--- config.mk ---
export PLATFORM = sky130hd
export DESIGN_NAME = aes_key_sched_seq
export DESIGN_NICKNAME = d
export VERILOG_FILES = /design/src/rtl/aes_pkg.sv /design/src/rtl/aes_sbox.sv /design/src/rtl/aes_key_sched_seq.sv
export SDC_FILE = /design/constraint.sdc
export NUM_CORES = 1
export LEC_CHECK = 0
export CAP_MARGIN = 10
export CORE_ASPECT_RATIO = 2
export CORE_MARGIN = 4
export CORE_UTILIZATION = 30
export CTS_CLUSTER_DIAMETER = 120
export CTS_CLUSTER_SIZE = 30
export DETAILED_ROUTE_END_ITERATION = 10
export PLACE_DENSITY = 0.49
export SYNTH_ARGS = -nofsm -noshare
export SYNTH_HDL_FRONTEND = slang
export SYNTH_SLANG_ARGS = --single-unit
--- constraint.sdc ---
create_clock -name clk -period 4.05 [get_ports clk]
set_clock_uncertainty 0.1 [all_clocks]
set_input_delay 0.81 -clock clk [delete_from_list [all_inputs] [get_ports clk]]
set_output_delay 0.81 -clock clk [all_outputs]
set_load 0.05 [all_outputs]
--- src/rtl/aes_pkg.sv ---
// Shared AES definitions: round count, Rcon seed, key-schedule states and
// the GF(2^8) doubling used by both key expansion and mix-columns.
package aes_pkg;

   localparam int         AES_NR    = 10;
   localparam logic [7:0] RCON_INIT = 8'h01;

   typedef enum logic [1:0] {
      IDLE,
      OUT,
      GEN
   } ks_state_t;

   // Multiply by x in GF(2^8) modulo x^8 + x^4 + x^3 + x + 1.
   function automatic logic [7:0] xtime(input logic [7:0] b);
      return {b[6:0], 1'b0} ^ (b[7] ? 8'h1b : 8'h00);
   endfunction

endpackage

--- src/rtl/aes_sbox.sv ---
// Combinational AES forward S-box, one byte in, one byte out.
module aes_sbox (
   input  logic [7:0] b,
   output logic [7:0] s
);

   localparam logic [7:0] SBOX [256] = '{
      8'h63, 8'h7c, 8'h77, 8'h7b, 8'hf2, 8'h6b, 8'h6f, 8'hc5, 8'h30, 8'h01, 8'h67, 8'h2b, 8'hfe, 8'hd7, 8'hab, 8'h76,
      8'hca, 8'h82, 8'hc9, 8'h7d, 8'hfa, 8'h59, 8'h47, 8'hf0, 8'had, 8'hd4, 8'ha2, 8'haf, 8'h9c, 8'ha4, 8'h72, 8'hc0,
      8'hb7, 8'hfd, 8'h93, 8'h26, 8'h36, 8'h3f, 8'hf7, 8'hcc, 8'h34, 8'ha5, 8'he5, 8'hf1, 8'h71, 8'hd8, 8'h31, 8'h15,
      8'h04, 8'hc7, 8'h23, 8'hc3, 8'h18, 8'h96, 8'h05, 8'h9a, 8'h07, 8'h12, 8'h80, 8'he2, 8'heb, 8'h27, 8'hb2, 8'h75,
      8'h09, 8'h83, 8'h2c, 8'h1a, 8'h1b, 8'h6e, 8'h5a, 8'ha0, 8'h52, 8'h3b, 8'hd6, 8'hb3, 8'h29, 8'he3, 8'h2f, 8'h84,
      8'h53, 8'hd1, 8'h00, 8'hed, 8'h20, 8'hfc, 8'hb1, 8'h5b, 8'h6a, 8'hcb, 8'hbe, 8'h39, 8'h4a, 8'h4c, 8'h58, 8'hcf,
      8'hd0, 8'hef, 8'haa, 8'hfb, 8'h43, 8'h4d, 8'h33, 8'h85, 8'h45, 8'hf9, 8'h02, 8'h7f, 8'h50, 8'h3c, 8'h9f, 8'ha8,
      8'h51, 8'ha3, 8'h40, 8'h8f, 8'h92, 8'h9d, 8'h38, 8'hf5, 8'hbc, 8'hb6, 8'hda, 8'h21, 8'h10, 8'hff, 8'hf3, 8'hd2,
      8'hcd, 8'h0c, 8'h13, 8'hec, 8'h5f, 8'h97, 8'h44, 8'h17, 8'hc4, 8'ha7, 8'h7e, 8'h3d, 8'h64, 8'h5d, 8'h19, 8'h73,
      8'h60, 8'h81, 8'h4f, 8'hdc, 8'h22, 8'h2a, 8'h90, 8'h88, 8'h46, 8'hee, 8'hb8, 8'h14, 8'hde, 8'h5e, 8'h0b, 8'hdb,
      8'he0, 8'h32, 8'h3a, 8'h0a, 8'h49, 8'h06, 8'h24, 8'h5c, 8'hc2, 8'hd3, 8'hac, 8'h62, 8'h91, 8'h95, 8'he4, 8'h79,
      8'he7, 8'hc8, 8'h37, 8'h6d, 8'h8d, 8'hd5, 8'h4e, 8'ha9, 8'h6c, 8'h56, 8'hf4, 8'hea, 8'h65, 8'h7a, 8'hae, 8'h08,
      8'hba, 8'h78, 8'h25, 8'h2e, 8'h1c, 8'ha6, 8'hb4, 8'hc6, 8'he8, 8'hdd, 8'h74, 8'h1f, 8'h4b, 8'hbd, 8'h8b, 8'h8a,
      8'h70, 8'h3e, 8'hb5, 8'h66, 8'h48, 8'h03, 8'hf6, 8'h0e, 8'h61, 8'h35, 8'h57, 8'hb9, 8'h86, 8'hc1, 8'h1d, 8'h9e,
      8'he1, 8'hf8, 8'h98, 8'h11, 8'h69, 8'hd9, 8'h8e, 8'h94, 8'h9b, 8'h1e, 8'h87, 8'he9, 8'hce, 8'h55, 8'h28, 8'hdf,
      8'h8c, 8'ha1, 8'h89, 8'h0d, 8'hbf, 8'he6, 8'h42, 8'h68, 8'h41, 8'h99, 8'h2d, 8'h0f, 8'hb0, 8'h54, 8'hbb, 8'h16
   };

   assign s = SBOX[b];

endmodule

--- src/rtl/aes_key_sched_seq.sv ---
// Iterative AES-128 key expansion: emits RK0..RK10 over a valid/ready
// handshake, computing each next round key in a single GEN cycle.
module aes_key_sched_seq
   import aes_pkg::*;
#(
   parameter int NR = AES_NR
) (
   input  logic         clk,
   input  logic         rst_n,
   input  logic [0:127] i_key,
   input  logic         i_start,
   output logic         o_busy,
   output logic [0:127] o_rkey,
   output logic [3:0]   o_round,
   output logic         o_valid,
   input  logic         i_ready,
   output logic         o_done
);

   ks_state_t     state;
   logic [7:0]    rcon;
   logic [31:0]   w0, w1, w2, w3;
   logic [31:0]   rot, sub;
   logic [31:0]   w4, w5, w6, w7;
   logic [127:0]  next_key;

   assign w0 = o_rkey[0:31];
   assign w1 = o_rkey[32:63];
   assign w2 = o_rkey[64:95];
   assign w3 = o_rkey[96:127];

   // RotWord then SubWord through four shared S-box instances.
   assign rot = {w3[23:0], w3[31:24]};

   for (genvar g = 0; g < 4; g++) begin : g_subword
      aes_sbox u_sbox (
         .b (rot[8*g +: 8]),
         .s (sub[8*g +: 8])
      );
   end

   assign w4       = w0 ^ sub ^ {rcon, 24'h0};
   assign w5       = w1 ^ w4;
   assign w6       = w2 ^ w5;
   assign w7       = w3 ^ w6;
   assign next_key = {w4, w5, w6, w7};

   always_ff @(posedge clk) begin
      if (!rst_n) begin
         state   <= IDLE;
         o_busy  <= 1'b0;
         o_valid <= 1'b0;
         o_done  <= 1'b0;
         o_round <= 4'd0;
         o_rkey  <= '0;
         rcon    <= RCON_INIT;
      end else begin
         o_done <= 1'b0;
         case (state)
            IDLE: begin
               if (i_start) begin
                  o_rkey  <= i_key;
                  o_round <= 4'd0;
                  rcon    <= RCON_INIT;
                  o_valid <= 1'b1;
                  o_busy  <= 1'b1;
                  state   <= OUT;
               end
            end
            OUT: begin
               // Key and round stay frozen until the consumer takes them.
               if (i_ready) begin
                  o_valid <= 1'b0;
                  if (o_round == 4'(NR)) begin
                     o_busy <= 1'b0;
                     o_done <= 1'b1;
                     state  <= IDLE;
                  end else begin
                     state <= GEN;
                  end
               end
            end
            GEN: begin
               o_rkey  <= next_key;
               o_round <= o_round + 4'd1;
               rcon    <= xtime(rcon);
               o_valid <= 1'b1;
               state   <= OUT;
            end
            default: begin
               state <= IDLE;
            end
         endcase
      end
   end

endmodule

==> images/placement_by_type.png <==
Scale bar: 50 um. Fill, decap, tap and diode cells in grey.
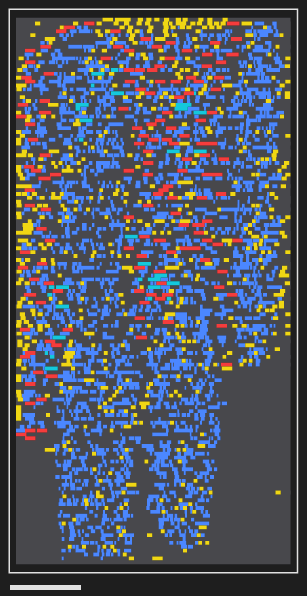
- clock drivers and dummy loads: cyan (cells 32)
- other buffers and delay cells: yellow (cells 599)
- combinational and other logic: blue (cells 2628)
- flops: red (cells 145)
Design Area, Final: 28110 um2
Seq area share: 10.49%
# rows: 141
core area: 73920 um2
Finished Core Util: 38.03%

==> images/layer_met1.png <==
Supply wires on this layer in grey.
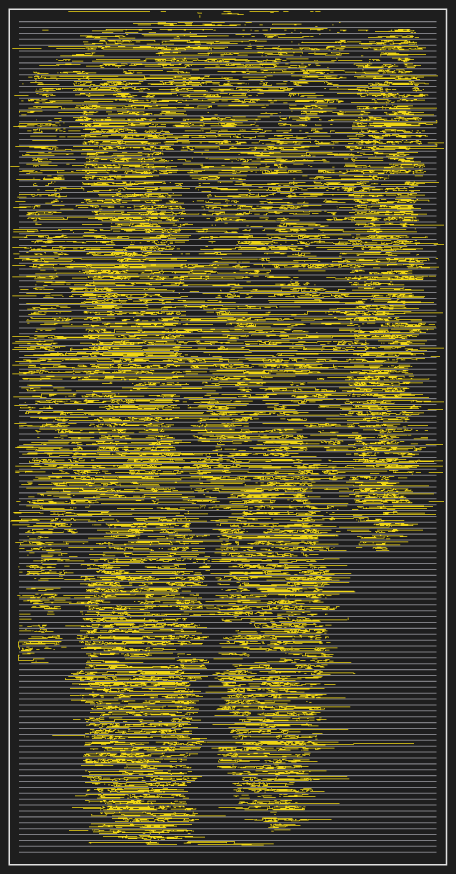
- wire length on this layer: 47.3 mm
- share of all routed wire: 32%
- main direction: horizontal
- longest straight run: 79.1 um
- nets with wire on the layer: 3279

==> images/cell_density.png <==
The die is cut into 20 by 39 equal tiles; white is low, dark blue is high, 0 to 100% covered.
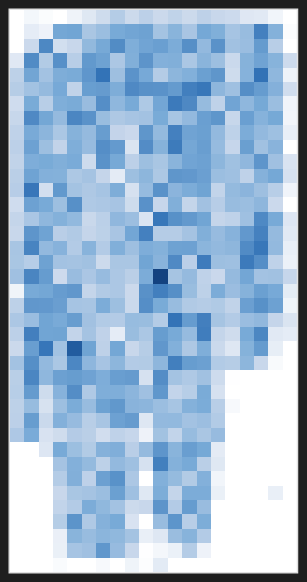
- tiles over 75% full: 0.30%
- fullest tile: 93%
- mean over tiles: 34%
- emptiest ninth of the die: bottom right
- nearly empty tiles: 15%

==> images/layer_met4.png <==
Scale bar: 50 um. Supply wires on this layer in grey. Cells faint in the background.
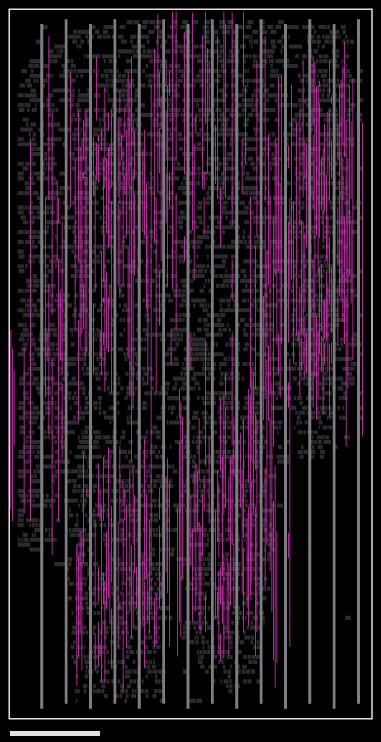
- nets with wire on the layer: 278
- longest straight run: 272 um
Post-Route WL: 149200 um
vias: 28690

flip-flops by register name, summed over array words and instances (netlist names):
| signal | cells |
|---|---|
| o_valid | 1 |
| state | 2 |
| o_round | 4 |
| rcon | 8 |
| o_rkey | 128 |
| o_done | 1 |
| o_busy | 1 |
where the power goes:
group	total, uW	switching [uW]	internal (uW)	leakage [uW]
sequential	1960	382	1580	0.00121
combinational	8840	5460	3380	0.00877
clock	1720	799	917	0.000287
total	12500	6640	5880	0.0103
worst max-delay path: stages (launching register included):
cell and delay [ns]:
dfxtp_4 0.59, buf_4 0.25, nor2_1 0.06, o21ai_0 0.83, a311oi_1 0.22, buf_4 0.20, a311oi_1 0.27, buf_4 0.24
o21ai_1 0.09, buf_4 0.18, buf_4 0.14, a31oi_1 0.15, o21ai_0 0.09, a221oi_1 0.32, o211ai_1 0.11
layer usage:
layer | GRT usage, % | vias up | routed length [um] | share of wire [%]
met3 | 6.436 | 687 | 10640 | 7.1
met2 | 62.44 | 1860 | 72920 | 49
met5 | 0 | - | 0 | 0
met4 | 34.02 | 0 | 18390 | 12
met1 | 34.76 | 13750 | 47250 | 32
li1 | - | 12390 | - | -
cell families (layout without fill, tap and decap cells):
kind of cell / count (synthesis) / count (layout) / synth area share, %
and+or+nand+nor: 994 / 994 / 22.14
buffers and inverters: 438 / 696 / 8.260
xor gates and xnor gates: 155 / 155 / 7.237
other: 0 / 6 / 0
adders and majority gates: 64 / 64 / 3.554
muxes: 124 / 124 / 8.702
DFF: 145 / 145 / 12.97
AOI/OAI and AO/OA: 1226 / 1226 / 37.14
placed cells by master (no fill, tap or decap), types with 89 or more instances in the layout:
| master | n |
|---|---|
| a21oi_1 | 257 |
| buf_4 | 311 |
| clkdlybuf4s50_1 | 264 |
| dfxtp_1 | 126 |
| nand2_1 | 230 |
| nand2b_1 | 96 |
| nand3_1 | 91 |
| nor2_1 | 210 |
| nor2b_1 | 89 |
| nor3_1 | 100 |
| o21ai_0 | 272 |
| xnor2_1 | 92 |
repair_timing:
action,4_1_cts,5_1_grt
gates resized,0,10
endpoints found under the setup margin,0,20
buffers inserted,0,1
area by class of cell:
cell class	instances	share of cell area (%)
clock inverters	11	0.4139
diodes	6	0.05341
well taps	929	4.135
inverters	65	0.8679
flip-flops and latches	145	10.49
repair buffers	599	19.39
clock buffers	21	1.678
multi-input cells	2563	62.98
through the flow:
step	util (%)	area [um2]	setup slack (ns)
after floorplan	-	22390	-0.01721
after global placement	37.13	27450	0.06861
after detailed placement	37.13	27450	0.1242
after CTS	37.93	28040	0.09482
after global routing	38.03	28110	0.003370
final	38.03	28110	0.04255
worst paths after layout:
check / start / to
worst max-delay path: o_rkey[124] / o_rkey[112]
worst min-delay path: o_busy / o_busy
worst max register to register: o_rkey[124] / o_rkey[112]
worst min register to register: o_busy / o_busy
==> summary.txt <==
run metrics: Final nets=3585, Avg WL per Cell=34.38 um, critical path type=flip-flop to flip-flop, Critical Path RT=4.26 ns, final setup vio count=0, Worst setup EP type=flip-flop, Post-synth seq share=12.97%, Final Hold Vio Count=0, Layout Area Growth over Synthesis=25.57%, asr flop ratio synth=0%, Yosys top cell by area=dfxtp_1, Iter 0 DRT Violations=2864, yosys warns=0, logic area=17700 um2, Commonest cells post-synth=o21ai_0, a21oi_1, nand2_1, Distinct cells, synth=95, Die X=201.2 um, Detailed Routing Iterations Pass 1=9, Max Slew Vio Count=0, clock latency on the worst-skew pair=0.47 ns, # hold bufs at CTS=0, FF-to-FF path depth=14, Worst-Margin Slew=1.107 ns, PwrDens=445.4 nW/um2, Die ar.=79330 um2, peak supply drop=0.0002549 V, Cells after DPL=4300, Num Clock Sinks=145, root buf cell=clkbuf_16, Yosys chip area=22390 um2, worst hold slack=0.3934 ns, Post-Syn Area=22390 um2, crit path max fanout=27, CTS Buffer Depth=2, Mapped Nets=3340, hold depth=2, fp util=30.29%, Total Routing Usage GR=35.61%, result of the run=finished clean, maxcap violations=0, initial antenna violation count=10, OpenROAD warnings=83, ys flops=145, Post-Syn Area per Cell=7.116 um2, htree depth=4, HP Class=flip-flop to flip-flop, CTS tree=yes, ys flop type=dfxtp_1, # DRC=0, flip-flops with a built-in enable=0, first-pass GRT wire length=209600 um, DP Wirelength=113700 um, relative slew slack=25.90%, Worst EP arrival=4.21 ns, setup TNS=0 ns, cycle use final=98.95%, cells in synth_stat.txt=3146, Synth Instances=3146, setup slack, reg-to-reg=0.04 ns, final cell count without fillers=4339, routability cong.=1.130, Leak=0.01027 uW, vias in the first global route=28610, Peak Freq=249.5 MHz, Synth top cell by count=o21ai_0, pin count of the biggest net entering global routing=131, clock-pin slew on the worst setup and hold paths=0.07 ns, Dominant cell area share=12.97%
Power is estimated from default activity; no workload was simulated.
